==> config.mk <==
export PLATFORM = sky130hd
export DESIGN_NAME = oam_dma_ctrl_flat
export DESIGN_NICKNAME = d
export VERILOG_FILES = /design/src/rtl/oam_dma_ctrl_if.sv /design/src/rtl/oam_dma_ctrl.sv /design/src/flat_wrapper.sv
export SDC_FILE = /design/constraint.sdc
export NUM_CORES = 1
export LEC_CHECK = 0
export CAP_MARGIN = 20
export CORE_UTILIZATION = 43
export CTS_CLUSTER_DIAMETER = 40
export DETAILED_ROUTE_END_ITERATION = 8
export PLACE_DENSITY = 0.84
export SETUP_SLACK_MARGIN = 0.02
export SLEW_MARGIN = 20
export SYNTH_ARGS = -nofsm -noshare
export SYNTH_HDL_FRONTEND = slang
export SYNTH_SLANG_ARGS = --single-unit
==> constraint.sdc <==
create_clock -name clk -period 4.1 [get_ports clk]
set_clock_uncertainty 0.15 [all_clocks]
set_input_delay 0.82 -clock clk [delete_from_list [all_inputs] [get_ports clk]]
set_output_delay 0.82 -clock clk [all_outputs]
set_load 0.02 [all_outputs]
==> src/rtl/oam_dma_ctrl_if.sv <==
// Bus bundle for the OAM DMA controller: CPU side, RAM side and OAM write port.
// master = the DMA controller; slave = the surrounding system (CPU, RAM, OAM).
interface oam_dma_ctrl_if;
  logic [15:0] cpu_addr;
  logic [7:0]  cpu_wdata;
  logic        cpu_rw_n;
  logic        cpu_cs_n;
  logic        cpu_rdy;
  logic [15:0] ram_addr;
  logic [7:0]  ram_wdata;
  logic [7:0]  ram_rdata;
  logic        ram_rw_n;
  logic        ram_cs_n;
  logic [7:0]  oam_addr;
  logic [7:0]  oam_wdata;
  logic        oam_we;
  logic        dma_busy;
  logic        dma_done;

  modport master (
    input  cpu_addr, cpu_wdata, cpu_rw_n, cpu_cs_n, ram_rdata,
    output cpu_rdy, ram_addr, ram_wdata, ram_rw_n, ram_cs_n,
    output oam_addr, oam_wdata, oam_we, dma_busy, dma_done
  );

  modport slave (
    output cpu_addr, cpu_wdata, cpu_rw_n, cpu_cs_n, ram_rdata,
    input  cpu_rdy, ram_addr, ram_wdata, ram_rw_n, ram_cs_n,
    input  oam_addr, oam_wdata, oam_we, dma_busy, dma_done
  );
endinterface

==> src/rtl/oam_dma_ctrl.sv <==
// Sprite OAM DMA: a CPU write to DMA_REG_ADDR stalls the CPU and copies
// XFER_LEN bytes from RAM page {page,00} into OAM, one read/write pair per byte.
module oam_dma_ctrl #(
  parameter logic [15:0] DMA_REG_ADDR = 16'h4014,
  parameter int unsigned XFER_LEN     = 256
) (
  input logic            clk,
  input logic            rst_n,
  oam_dma_ctrl_if.master bus
);

  typedef enum logic [2:0] {IDLE, HALT, ALIGN, READ, WRITE} state_t;

  localparam logic [8:0] LAST_IDX = 9'(XFER_LEN - 1);

  state_t     state;
  logic [7:0] page;
  logic [8:0] idx;
  logic       par;
  logic [7:0] oam_addr_q;
  logic       oam_we_q;
  logic       dma_done_q;
  logic       trigger;

  assign trigger = !bus.cpu_cs_n && !bus.cpu_rw_n && (bus.cpu_addr == DMA_REG_ADDR);

  always_ff @(posedge clk) begin
    if (!rst_n) begin
      state      <= IDLE;
      page       <= '0;
      idx        <= '0;
      par        <= 1'b0;
      oam_addr_q <= '0;
      oam_we_q   <= 1'b0;
      dma_done_q <= 1'b0;
    end else begin
      par        <= ~par;
      oam_we_q   <= 1'b0;
      dma_done_q <= 1'b0;
      unique case (state)
        IDLE: begin
          if (trigger) begin
            page  <= bus.cpu_wdata;
            idx   <= '0;
            state <= HALT;
          end
        end
        HALT:  state <= par ? ALIGN : READ;
        ALIGN: state <= READ;
        READ: begin
          state      <= WRITE;
          oam_we_q   <= 1'b1;
          oam_addr_q <= idx[7:0];
        end
        WRITE: begin
          idx <= idx + 9'd1;
          if (idx < LAST_IDX) begin
            state <= READ;
          end else begin
            state      <= IDLE;
            dma_done_q <= 1'b1;
          end
        end
        default: state <= IDLE;
      endcase
    end
  end

  // RAM port is a transparent CPU pass-through in IDLE; the DMA owns it otherwise.
  always_comb begin
    bus.ram_addr  = bus.cpu_addr;
    bus.ram_wdata = bus.cpu_wdata;
    bus.ram_rw_n  = bus.cpu_rw_n;
    bus.ram_cs_n  = bus.cpu_cs_n;
    bus.cpu_rdy   = 1'b1;
    bus.dma_busy  = 1'b0;
    if (state != IDLE) begin
      bus.cpu_rdy   = 1'b0;
      bus.dma_busy  = 1'b1;
      bus.ram_addr  = {page, idx[7:0]};
      bus.ram_wdata = '0;
      bus.ram_rw_n  = 1'b1;
      bus.ram_cs_n  = !((state == READ) || (state == WRITE));
    end
  end

  // RAM data only becomes valid during WRITE, so the OAM data path cannot be registered.
  assign bus.oam_wdata = (state == WRITE) ? bus.ram_rdata : '0;
  assign bus.oam_addr  = oam_addr_q;
  assign bus.oam_we    = oam_we_q;
  assign bus.dma_done  = dma_done_q;

endmodule

==> src/flat_wrapper.sv <==
// flat-port wrapper written by rule: the top's interface ports become plain ports
module oam_dma_ctrl_flat 
#(
  parameter logic [15:0] DMA_REG_ADDR = 16'h4014,
  parameter int unsigned XFER_LEN     = 256
)
  (clk, rst_n, bus_cpu_addr, bus_cpu_wdata, bus_cpu_rw_n, bus_cpu_cs_n, bus_ram_rdata, bus_cpu_rdy, bus_ram_addr, bus_ram_wdata, bus_ram_rw_n, bus_ram_cs_n, bus_oam_addr, bus_oam_wdata, bus_oam_we, bus_dma_busy, bus_dma_done);
  oam_dma_ctrl_if bus_i ();
  input logic clk;
  input logic rst_n;
  input wire logic [$bits(bus_i.cpu_addr)-1:0] bus_cpu_addr;
  input wire logic [$bits(bus_i.cpu_wdata)-1:0] bus_cpu_wdata;
  input wire logic [$bits(bus_i.cpu_rw_n)-1:0] bus_cpu_rw_n;
  input wire logic [$bits(bus_i.cpu_cs_n)-1:0] bus_cpu_cs_n;
  input wire logic [$bits(bus_i.ram_rdata)-1:0] bus_ram_rdata;
  output wire logic [$bits(bus_i.cpu_rdy)-1:0] bus_cpu_rdy;
  output wire logic [$bits(bus_i.ram_addr)-1:0] bus_ram_addr;
  output wire logic [$bits(bus_i.ram_wdata)-1:0] bus_ram_wdata;
  output wire logic [$bits(bus_i.ram_rw_n)-1:0] bus_ram_rw_n;
  output wire logic [$bits(bus_i.ram_cs_n)-1:0] bus_ram_cs_n;
  output wire logic [$bits(bus_i.oam_addr)-1:0] bus_oam_addr;
  output wire logic [$bits(bus_i.oam_wdata)-1:0] bus_oam_wdata;
  output wire logic [$bits(bus_i.oam_we)-1:0] bus_oam_we;
  output wire logic [$bits(bus_i.dma_busy)-1:0] bus_dma_busy;
  output wire logic [$bits(bus_i.dma_done)-1:0] bus_dma_done;
  assign bus_i.cpu_addr = bus_cpu_addr;
  assign bus_i.cpu_wdata = bus_cpu_wdata;
  assign bus_i.cpu_rw_n = bus_cpu_rw_n;
  assign bus_i.cpu_cs_n = bus_cpu_cs_n;
  assign bus_i.ram_rdata = bus_ram_rdata;
  assign bus_cpu_rdy = bus_i.cpu_rdy;
  assign bus_ram_addr = bus_i.ram_addr;
  assign bus_ram_wdata = bus_i.ram_wdata;
  assign bus_ram_rw_n = bus_i.ram_rw_n;
  assign bus_ram_cs_n = bus_i.ram_cs_n;
  assign bus_oam_addr = bus_i.oam_addr;
  assign bus_oam_wdata = bus_i.oam_wdata;
  assign bus_oam_we = bus_i.oam_we;
  assign bus_dma_busy = bus_i.dma_busy;
  assign bus_dma_done = bus_i.dma_done;
  oam_dma_ctrl #(.DMA_REG_ADDR(DMA_REG_ADDR), .XFER_LEN(XFER_LEN)) u_core (.clk(clk), .rst_n(rst_n), .bus(bus_i));
endmodule
**Run 1: cells by drive strength**

The bar under the picture is 20 µm long.
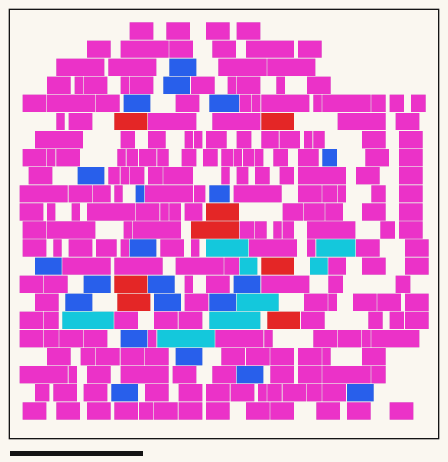
[magenta] x1 and smaller | cells: 219 | most used: clkdlybuf4s50_1
[blue] x2 | cells: 21 | most used: mux2_2
[cyan] x3 and x4 | cells: 8
[red] x6 and larger | cells: 8 | most used: clkbuf_8

**Run 1: sequential cells grouped by signal name**

Other sequential cells in the stronger gray, the rest of the logic in the fainter gray.
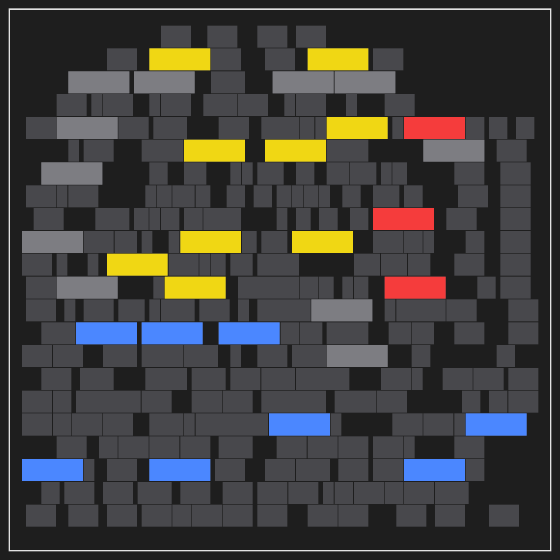
[red] u_core.state | placed flops: 3
[blue] u_core.page | placed flops: 8
[yellow] u_core.idx | placed flops: 9
not colored: 11

**Run 1: clock wires, drivers and flops**

The bar under the picture is 20 µm long.
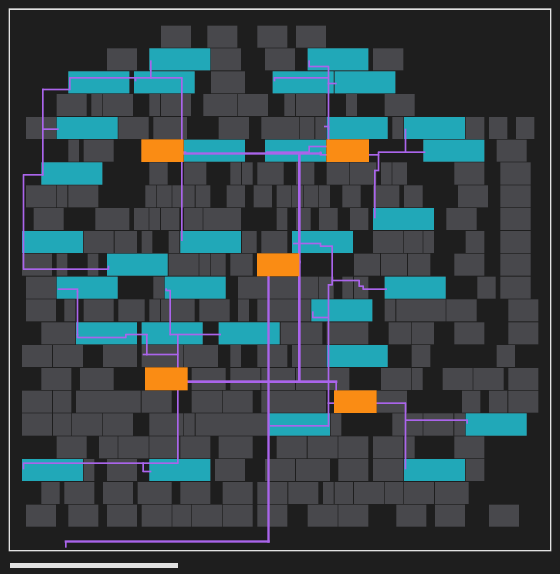
[purple] clock wires | length: 404 µm
[cyan] flip-flops | count: 31
[orange] clock-net drivers | count: 5
routed clock nets: 6
flops lie: spread over the die

**Run 1: clock wiring as the flow saved it**

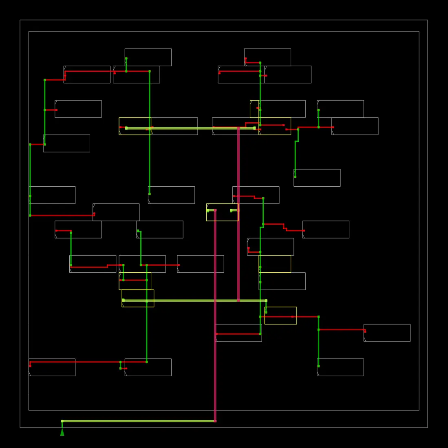
P_clk: 0.000262 W
Skew-Pair Late Insertion Delay: 0.28 ns
clock buffers: 8
# clock sinks: 31

==> design notes, run 1 <==
The logic depth of the worst register-to-register path was 6. The buffer_ports step reported a buffer count of 81. The flow reports power dissipated in sequential cells as 0.000321 W. The startpoint identified for the worst register-to-register timing path is u_core.state[2]$_SDFFE_PN0P_. The post-synthesis mux area share came out at 21.02%.

The area taken by multi-input combinational cells is reported as 1010 µm². The instance area at placement is 2524 µm², and the count of max-cap constraint violations is 0. Critical path capture point type: a primary output.

The slew of the pin with the lowest slew margin is 0.5558 ns. According to the timing report, the critical path is launched from u_core.state[2]$_SDFFE_PN0P_. The run gives 0 for the number of buffers added to fix hold violations after cts. The routed wirelength on the met1 layer is recorded as 2014 µm. The first TritonRoute pass finished after 4 iterations.

The area reported by Yosys stat is 1673 µm². At the worst endpoint, the required time is 3.13 ns. The run gives 3.365 ns for the final critical-path required period. Per the synthesis report, the number of distinct cell types is 41. The synthesis report names the predominant flop master as sky130_fd_sc_hd__dfxtp_1.

In the final layout, the share of cells above drive strength 1 is 14.45%. The flow ran to the end, and the final reports show no timing, DRC or antenna violations. The biggest slice of the total power is consumed by combinational logic.

Before CTS, the worst setup slack after placement is 0.9831 ns. With the portion of the post-synthesis area used by sequential elements at 37.10%, the number of multi-input combinational cells in the layout is 132. The area of the placeable core was 3689 µm²; the gate count after technology mapping was 174. According to the I/O placement log, the pin count is 82. The family of cells with the greatest summed delay on the critical path is buffers and inverters. Number of standard-cell rows in the floorplan: 22.

The largest incremental delay on the critical path was 0.55 ns; the total length of routed met3 wires was 245 µm. For the final routed database, the setup TNS stands at 0 ns. According to the floorplan report, the total die area is 4144 µm². Across the whole layout, multi-input logic makes up 38.48% of the cell area.

For reference, the top logic cell family by area is simple AND/OR/NAND/NOR gates. With the flip-flop and latch count after synthesis at 31, the maximum resistive drop on vdd is 328.2 µV. Per the Yosys statistics, synthesis produced 174 cells. In this run, CTS created clock tree buffers numbering 5. Looking at the power breakdown, sequential logic takes 29.0% of the total.

The logs give 211 for the synthesized net count and 620.6 µm² for the total area of sequential cells. In the post-route analysis, the smallest setup slack over all paths is 0.7349 ns. Per the detail_route log, the uppermost layer with routed signals is met4. The clock transition at the registers of the reported paths came out at 0.06 ns. In this run the critical path is formed by nor3_4, buf_4, mux2_2, clkdlybuf4s50_1. The endpoint of the worst hold path is u_core.par$_SDFF_PN0_. The critical path contains buffers and inverters numbering 2 combined. The number of nets still failing antenna checks after routing came out at 0.

The initial utilization of the core area, before any placement, comes to 45.35%.
[run 1: routing by layer]
metal / up-vias / track usage (%)
li1: 783 / -
met1: 723 / 30.03
met2: 47 / 40.26
met3: 7 / 7.679
met4: 0 / 7.500
met5: - / 0
[run 1: cell usage after synthesis (2+ instances only)]
cell type                  number  area, µm²
sky130_fd_sc_hd__nand2b_1       2      12.51
sky130_fd_sc_hd__o21a_1         2      15.01
sky130_fd_sc_hd__a31oi_1        5      31.28
sky130_fd_sc_hd__clkbuf_1       5      18.77
sky130_fd_sc_hd__o21ai_0        6      30.03
sky130_fd_sc_hd__nand3_1        2      10.01
sky130_fd_sc_hd__a21oi_1        2      10.01
sky130_fd_sc_hd__and2_1        10      62.56
sky130_fd_sc_hd__nor3_1         2      10.01
sky130_fd_sc_hd__a311oi_1       2      17.52
sky130_fd_sc_hd__dfxtp_1       31      620.6
sky130_fd_sc_hd__nand3_4        2      35.03
sky130_fd_sc_hd__mux2i_1       16      160.2
sky130_fd_sc_hd__nor2_1        26      97.59
sky130_fd_sc_hd__buf_2          3      15.01
sky130_fd_sc_hd__mux2_2        17      191.4
sky130_fd_sc_hd__and3_1        10      62.56
sky130_fd_sc_hd__nand2_1        7      26.28
sky130_fd_sc_hd__nor4_4         2      42.54
[run 1: flip-flops by register name, summed over array words and instances (netlist names)]
register,flops
u_core.idx,9
u_core.bus.oam_addr,8
u_core.page,8
u_core.state,3
u_core.bus.dma_done,1
u_core.bus.oam_we,1
u_core.par,1
[run 1: stage by stage]
step,util (%),cells
after detailed placement,68.42,296
after floorplan,-,174
after global placement,68.42,296
after global routing,71.13,304
final,71.13,304
after CTS,71.13,304
**Run 1: selected gate families**

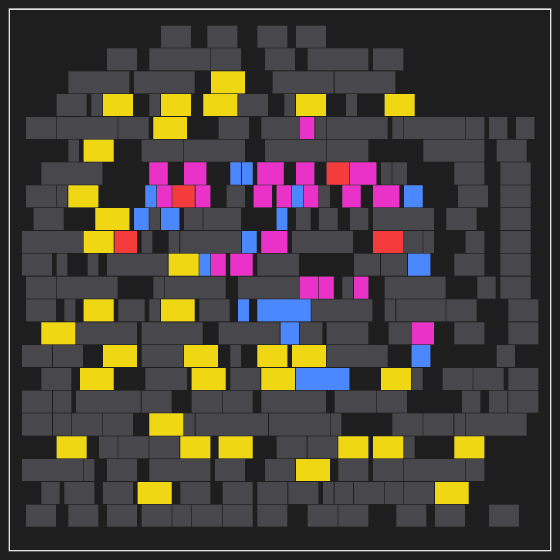

## Run 2: what changed since run 1
- CORE_UTILIZATION: 43 -> 40
- PLACE_DENSITY: 0.84 -> 0.78
- clock period: 4.1 -> 3.1 ns (I/O delays scaled with it)
**Run 2: selected gate families**

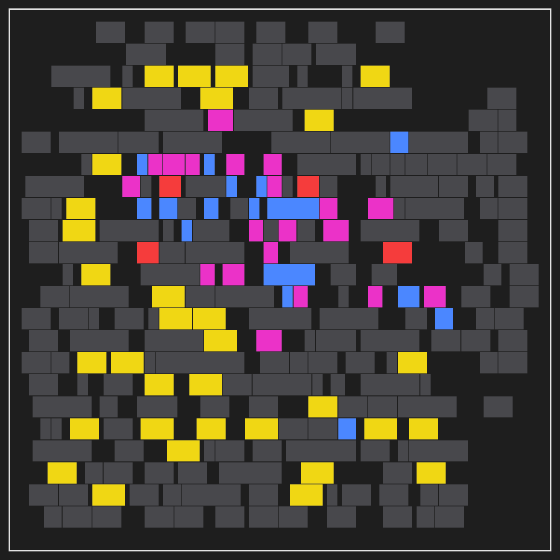
[magenta] aoi and oai cells | cells: 20 | where: center
[yellow] mux cells | cells: 33
[blue] nand cells | cells: 16
[red] non-inverting ao/oa cells | cells: 4

==> design notes, run 2 <==
Top logic cells by instance count in the layout: sky130_fd_sc_hd__clkdlybuf4s50_1, sky130_fd_sc_hd__dfxtp_1, sky130_fd_sc_hd__nor2_1 (unchanged). The hold violation count in the final report is 0 (unchanged). The number of buffers inserted by port buffering is 81 (unchanged).

The tools report the post-placement setup slack as 0.3711 ns (was 0.9831 ns). The number of nets still failing antenna checks after routing was 0 (unchanged). The routed wire length came out at 4465 µm (was 4442 µm). The total cells reported by yosys after synthesis is 174 (unchanged). The startpoint of the most critical register-to-register path is u_core.state[0]$_SDFFE_PN0P_ (was u_core.state[2]$_SDFFE_PN0P_). The top logic cell by instance count in the layout is sky130_fd_sc_hd__clkdlybuf4s50_1 (unchanged). The count of unique library cells instantiated by Yosys came out at 41 (unchanged). The run gives 4445 µm² (was 4144 µm²) for the area of the chip. With the final cell count without fillers at 307 (was 304), the async set or reset register ratio after synthesis is 0% (unchanged). The share of the core filled by cells before placement is 41.82% (was 45.35%). The final routed DRC violation total came out at 0 (unchanged). The detailed-placement wirelength estimate came out at 3288 µm (was 3315 µm). The register ranked first by flip-flop count was u_core.idx (unchanged). Top cells by area in the synthesized netlist: sky130_fd_sc_hd__dfxtp_1, sky130_fd_sc_hd__mux2_2, sky130_fd_sc_hd__mux2i_1 (unchanged). For the synthesized net count, the log shows 211 (unchanged).

Area of the placeable core: 4000 µm² (was 3689 µm²). The cell type contributing the most total cell area after synthesis is sky130_fd_sc_hd__dfxtp_1 (unchanged). The gate count after technology mapping came out at 174 (unchanged). With the logic depth of the worst register-to-register path at 5 (was 6), the clock latency on the worst-skew pair is 0.29 ns (was 0.28 ns).

Worst hold path class: flop to flop (unchanged). Number of global-route vias before repair: 1452 (was 1590). For the finished layout, the period the worst path requires is 2.784 ns. Destination of the worst register-to-register timing path: u_core.idx[4]$_SDFFE_PN0P_ (unchanged). Setup repair after global routing left no endpoint under its margin. The global router's overall resource usage is 21.72% (was 24.41%), and the final total negative setup slack is 0 ns (unchanged). The number of clock sinks seen by CTS is 31 (unchanged).

The area fraction of the dominant cell type after synthesis was 37.10% (unchanged). The clock transition at the registers of the reported paths was 0.06 ns (about the same); the number of buffers created by CTS was 5 (unchanged). Count of pins on the block boundary: 82 (unchanged).

Max-slew headroom at the worst pin: 63.75% (was 62.81%). The run gives 352.9 µV (was 328.2 µV) for the maximum resistive drop on vdd. With the slew of the pin with the lowest slew margin at 0.5417 ns (was 0.5558 ns), the portion of the post-synthesis area used by sequential elements is 37.10% (unchanged). For the pin count of the biggest net entering global routing, the log shows 30 (was 26). The sequential cell fraction of total power is 27.3% (was 29.0%).

The group drawing the most power is combinational logic (unchanged). The clock distribution power is 0.000412 W (was 0.000262 W), and the number of nets at the end of the flow is 293 (was 292). The run gives 0.000423 W (was 0.000321 W) for the reported sequential group power. Worst endpoint required time: 2.33 ns (was 3.13 ns). The run gives 7072 µm (was 7686 µm) as the wire length of the first global-routing pass. Commonest cells in the netlist: sky130_fd_sc_hd__dfxtp_1, sky130_fd_sc_hd__nor2_1, sky130_fd_sc_hd__mux2_2 (unchanged). The tools report the critical path capture point type as a primary output (unchanged). Share of the clock period used by the worst path after layout: 89.80%. The proportion of layout cells with a drive suffix above 1 works out to 15.18% (was 14.45%). The cell leakage power came out at 1.080 nW (was 1.059 nW).

The tools report the least setup slack across all paths after layout as 0.3161 ns (was 0.7349 ns). The tools report the instance area at placement as 2546 µm² (was 2524 µm²). The logs give 23 (was 22) for the number of standard-cell rows in the floorplan and 4 (unchanged) for the count of TritonRoute iterations in the first routing pass. For the buffer count from post-CTS setup fixing, the log shows 0 (unchanged).

The flip-flop count of the largest register after layout came out at 9 (unchanged). The logs give 1588 (was 1560) for the routed via count and 299 (was 296) for the number of cells in the design after placement. For the H-tree depth reported by CTS, the log shows 2 (unchanged).

The run gives 0 (unchanged) for the number of buffers added to fix hold violations after cts. The run gives 26 (unchanged) for the number of warning messages in the logs. Remaining global-route overflow: 0 (unchanged). The flow ran to the end, and the final reports show no timing, DRC or antenna violations. The utilization of the core after routing is 66.59% (was 71.13%), and the combinational fraction of design power is 46.1% (was 47.3%). For the achievable clock frequency, the log shows 359.2 MHz. The endpoint of the worst hold path is u_core.par$_SDFF_PN0_ (unchanged). The area reported by Yosys stat was 1673 µm² (unchanged). The run gives 66.67 µm (was 64.37 µm) for the height of the chip. The count of instances resized after the clock tree is built is 0 (unchanged). With the power of the combinational group at 0.000715 W (was 0.000524 W), the flip-flop and latch count after synthesis is 31 (unchanged). For the cell area after technology mapping, the log shows 1673 µm² (unchanged). The most numerous cell in the Yosys netlist is sky130_fd_sc_hd__dfxtp_1 (unchanged). Cell depth of the worst min-delay path: 1 (unchanged).

The internal power consumption came out at 0.001041 W (was 0.0007299 W). The run gives 9.614 µm² (unchanged) for the mean area per synthesized cell. Most used flip-flop cell after synthesis: sky130_fd_sc_hd__dfxtp_1 (unchanged). Count of max-cap constraint violations: 0 (unchanged).
run 2: cell counts after synthesis:
No cell type changed its count.
run 2: layout make-up:
type / instances / area, µm²
Timing Repair Buffer: 84 / 845.8
Tap cell: 50 / 62.56
Fill cell: 347 / 1336
Inverter: 2 / 7.507
Clock buffer: 6 / 82.58
Clock inverter: 2 / 35.03
Sequential cell: 31 / 620.6
Multi-Input combinational cell: 132 / 1010
run 2: worst max-delay path by stage:
stage                             to                          from  cells past startpoint
floorplan           bus_ram_wdata[0]  u_core.state[2]$_SDFFE_PN0P_                      4
global placement        bus_ram_cs_n                  bus_cpu_cs_n                      4
detailed placement      bus_ram_cs_n                  bus_cpu_cs_n                      4
CTS                  bus_ram_addr[6]  u_core.state[0]$_SDFFE_PN0P_                      4
global route        bus_oam_wdata[6]  u_core.state[0]$_SDFFE_PN0P_                      3
finish               bus_ram_addr[6]  u_core.state[0]$_SDFFE_PN0P_                      4
run 2: cells by family after synthesis:
family,after synthesis,share of synthesized area [%]
AND-OR/OR-AND,24,9.649
XOR/XNOR,1,0.5237
AND/OR/NAND/NOR,73,28.05
buffers and inverters,11,2.917
flip-flops,31,37.10
multiplexers,33,21.02
adder cells (fa/ha/maj),1,0.7478
run 2: layer usage:
| layer | wire (µm) | GRT usage, % | vias up |
|---|---|---|---|
| met4 | 99 | 10.64 | 0 |
| met3 | 270 | 5.308 | 8 |
| li1 | - | - | 789 |
| met5 | 0 | 0 | - |
| met2 | 2151 | 34.09 | 55 |
| met1 | 1943 | 27.47 | 736 |
run 2: worst max-delay path: stages, from the launching register on:
cell	delay (ns)
sky130_fd_sc_hd__dfxtp_1	0.38
sky130_fd_sc_hd__nor3_4	0.22
sky130_fd_sc_hd__buf_12	0.21
sky130_fd_sc_hd__mux2_2	0.35
sky130_fd_sc_hd__clkdlybuf4s50_1	0.56
## Run 3: what changed since run 2
- TNS_END_PERCENT: default -> 1
**Run 3: clock wiring as the flow saved it**

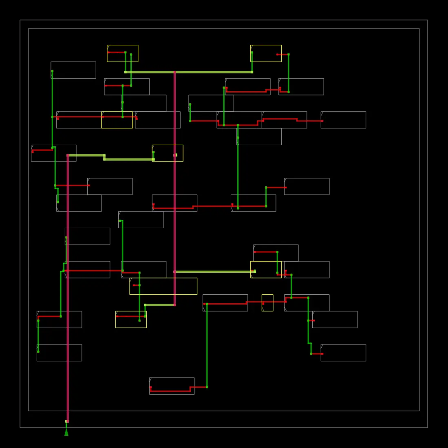
clock buffers: 6
Skew-Pair Late Insertion Delay: 0.29 ns

==> design notes, run 3 <==
With the number of buffers inserted by port buffering at 81 (unchanged), the sequential cell fraction of total power is 27.3% (about the same). Power share of the clock group: 26.6% (about the same). The tools report the routed wire length as 4465 µm (unchanged). The detailed-route vias per instance is 5.173 (unchanged). Top logic cells by instance count in the layout: sky130_fd_sc_hd__clkdlybuf4s50_1, sky130_fd_sc_hd__dfxtp_1, sky130_fd_sc_hd__nor2_1 (unchanged). With the area fraction of the dominant cell type after synthesis at 37.10% (unchanged), the worst endpoint required time is 2.33 ns (about the same). The run gives 37.10% (unchanged) as the portion of the post-synthesis area used by sequential elements. Commonest cells in the netlist: sky130_fd_sc_hd__dfxtp_1, sky130_fd_sc_hd__nor2_1, sky130_fd_sc_hd__mux2_2 (unchanged). The flip-flop count of the largest register after layout came out at 9 (unchanged). The tools report the cell leakage power as 1.080 nW (unchanged). The count of pins on the block boundary is 82 (unchanged), and the wire length of the first global-routing pass is 7072 µm (unchanged). The run gives 30 (unchanged) as the pin count of the biggest net entering global routing.

The share of the clock period used by the worst path after layout is 89.80% (unchanged), and the total area of sequential cells is 620.6 µm² (unchanged). Flip-flop and latch count after synthesis: 31 (unchanged). Switching fraction of total power: 32.89% (unchanged). Top cells by area in the synthesized netlist: sky130_fd_sc_hd__dfxtp_1, sky130_fd_sc_hd__mux2_2, sky130_fd_sc_hd__mux2i_1 (unchanged).

The top logic cell by instance count in the layout is sky130_fd_sc_hd__clkdlybuf4s50_1 (unchanged). The most numerous cell in the Yosys netlist was sky130_fd_sc_hd__dfxtp_1 (unchanged). The run gives 0 (unchanged) for the remaining global-route overflow. The logs give 4000 µm² (unchanged) for the area of the placeable core and 0.3711 ns (unchanged) for the post-placement setup slack.

The critical path capture point type was a primary output (unchanged). Clock distribution power: 0.000412 W (about the same). The number of warning messages in the logs was 26 (unchanged); the area of the chip was 4445 µm² (unchanged). Setup repair after global routing left no endpoint under its margin. The run finished with clean final reports.

The final cell count without fillers was 307 (unchanged); the global router's overall resource usage was 21.72% (unchanged). The final routed DRC violation total is 0 (unchanged), and the detailed-placement wirelength estimate is 3288 µm (unchanged). The run gives 63.75% (unchanged) as the max-slew headroom at the worst pin. Cell type contributing the most total cell area after synthesis: sky130_fd_sc_hd__dfxtp_1 (unchanged).

For the number of global-route vias before repair, the log shows 1452 (unchanged). The tools report the number of cells in the design after placement as 299 (unchanged). With the power of the combinational group at 0.000715 W (about the same), the reported sequential group power is 0.000423 W (about the same). Number of nets still failing antenna checks after routing: 0 (unchanged). The run gives 31 (unchanged) for the number of clock sinks seen by CTS.

The count of max-cap constraint violations is 0 (unchanged). The least setup slack across all paths after layout is 0.3161 ns (unchanged), and the slew of the pin with the lowest slew margin is 0.5417 ns (unchanged). The count of unique library cells instantiated by Yosys came out at 41 (unchanged). The routed via count came out at 1588 (unchanged). The number of standard-cell rows in the floorplan was 23 (unchanged). The register ranked first by flip-flop count was u_core.idx (unchanged).

The mean area per synthesized cell was 9.614 µm² (unchanged); the final total negative setup slack was 0 ns (unchanged). The async set or reset register ratio after synthesis works out to 0% (unchanged). The total cells reported by yosys after synthesis came out at 174 (unchanged). The worst hold path class was flop to flop (unchanged). The H-tree depth reported by CTS was 2 (unchanged).

The proportion of layout cells with a drive suffix above 1 was 15.18% (unchanged). With the hold violation count in the final report at 0 (unchanged), the cell area after technology mapping is 1673 µm² (unchanged). The maximum resistive drop on vdd came out at 352.9 µV (unchanged). Number of nets at the end of the flow: 293 (unchanged).

Count of instances resized after the clock tree is built: 0 (unchanged). Number of buffers created by CTS: 5 (unchanged). The most used flip-flop cell after synthesis was sky130_fd_sc_hd__dfxtp_1 (unchanged).
==> run 3: worst max-delay path, cell delays in order (launching register included) <==
cell and delay (ns):
sky130_fd_sc_hd__dfxtp_1 0.38, sky130_fd_sc_hd__nor3_4 0.22, sky130_fd_sc_hd__buf_12 0.21, sky130_fd_sc_hd__mux2_2 0.35, sky130_fd_sc_hd__clkdlybuf4s50_1 0.56
==> run 3: path summary, 6_finish.rpt <==
path | end | cells past startpoint | from | slack [ns]
max reg2reg | u_core.idx[4]$_SDFFE_PN0P_ | 5 | u_core.state[0]$_SDFFE_PN0P_ | 1.09
max | bus_ram_addr[6] | 4 | u_core.state[0]$_SDFFE_PN0P_ | 0.32
min reg2reg | u_core.par$_SDFF_PN0_ | 1 | u_core.par$_SDFF_PN0_ | 0.26
min | u_core.par$_SDFF_PN0_ | 1 | u_core.par$_SDFF_PN0_ | 0.26
==> run 3: cell families after synthesis <==
group                    synth area share [%]
AND-OR/OR-AND                           9.649
flip-flops                              37.10
multiplexers                            21.02
XOR/XNOR                               0.5237
AND/OR/NAND/NOR                         28.05
buffers and inverters                   2.917
adder cells (fa/ha/maj)                0.7478
==> run 3: final cells by class <==
class,instances,area share (%)
multi-input combinational,132,37.91
timing repair buffer,84,31.75
sequential,31,23.30
clock buffer,6,3.100
tap,50,2.349
clock inverter,2,1.315
inverter,2,0.2818
==> run 3: layer usage <==
layer	track usage, %	share of wire [%]	vias to the layer above
met2	34.09	48	55
met1	27.47	44	736
met5	0	0	-
met4	10.64	2.2	0
li1	-	-	789
met3	5.308	6.0	8
==> run 3: stage by stage <==
step / utilization, % / instance area, µm²
floorplan: - / 1673
global placement: 63.65 / 2546
global route: 66.59 / 2664
detailed placement: 63.65 / 2546
finish: 66.59 / 2664
CTS: 66.59 / 2664
Power and IR drop assume default switching activity.
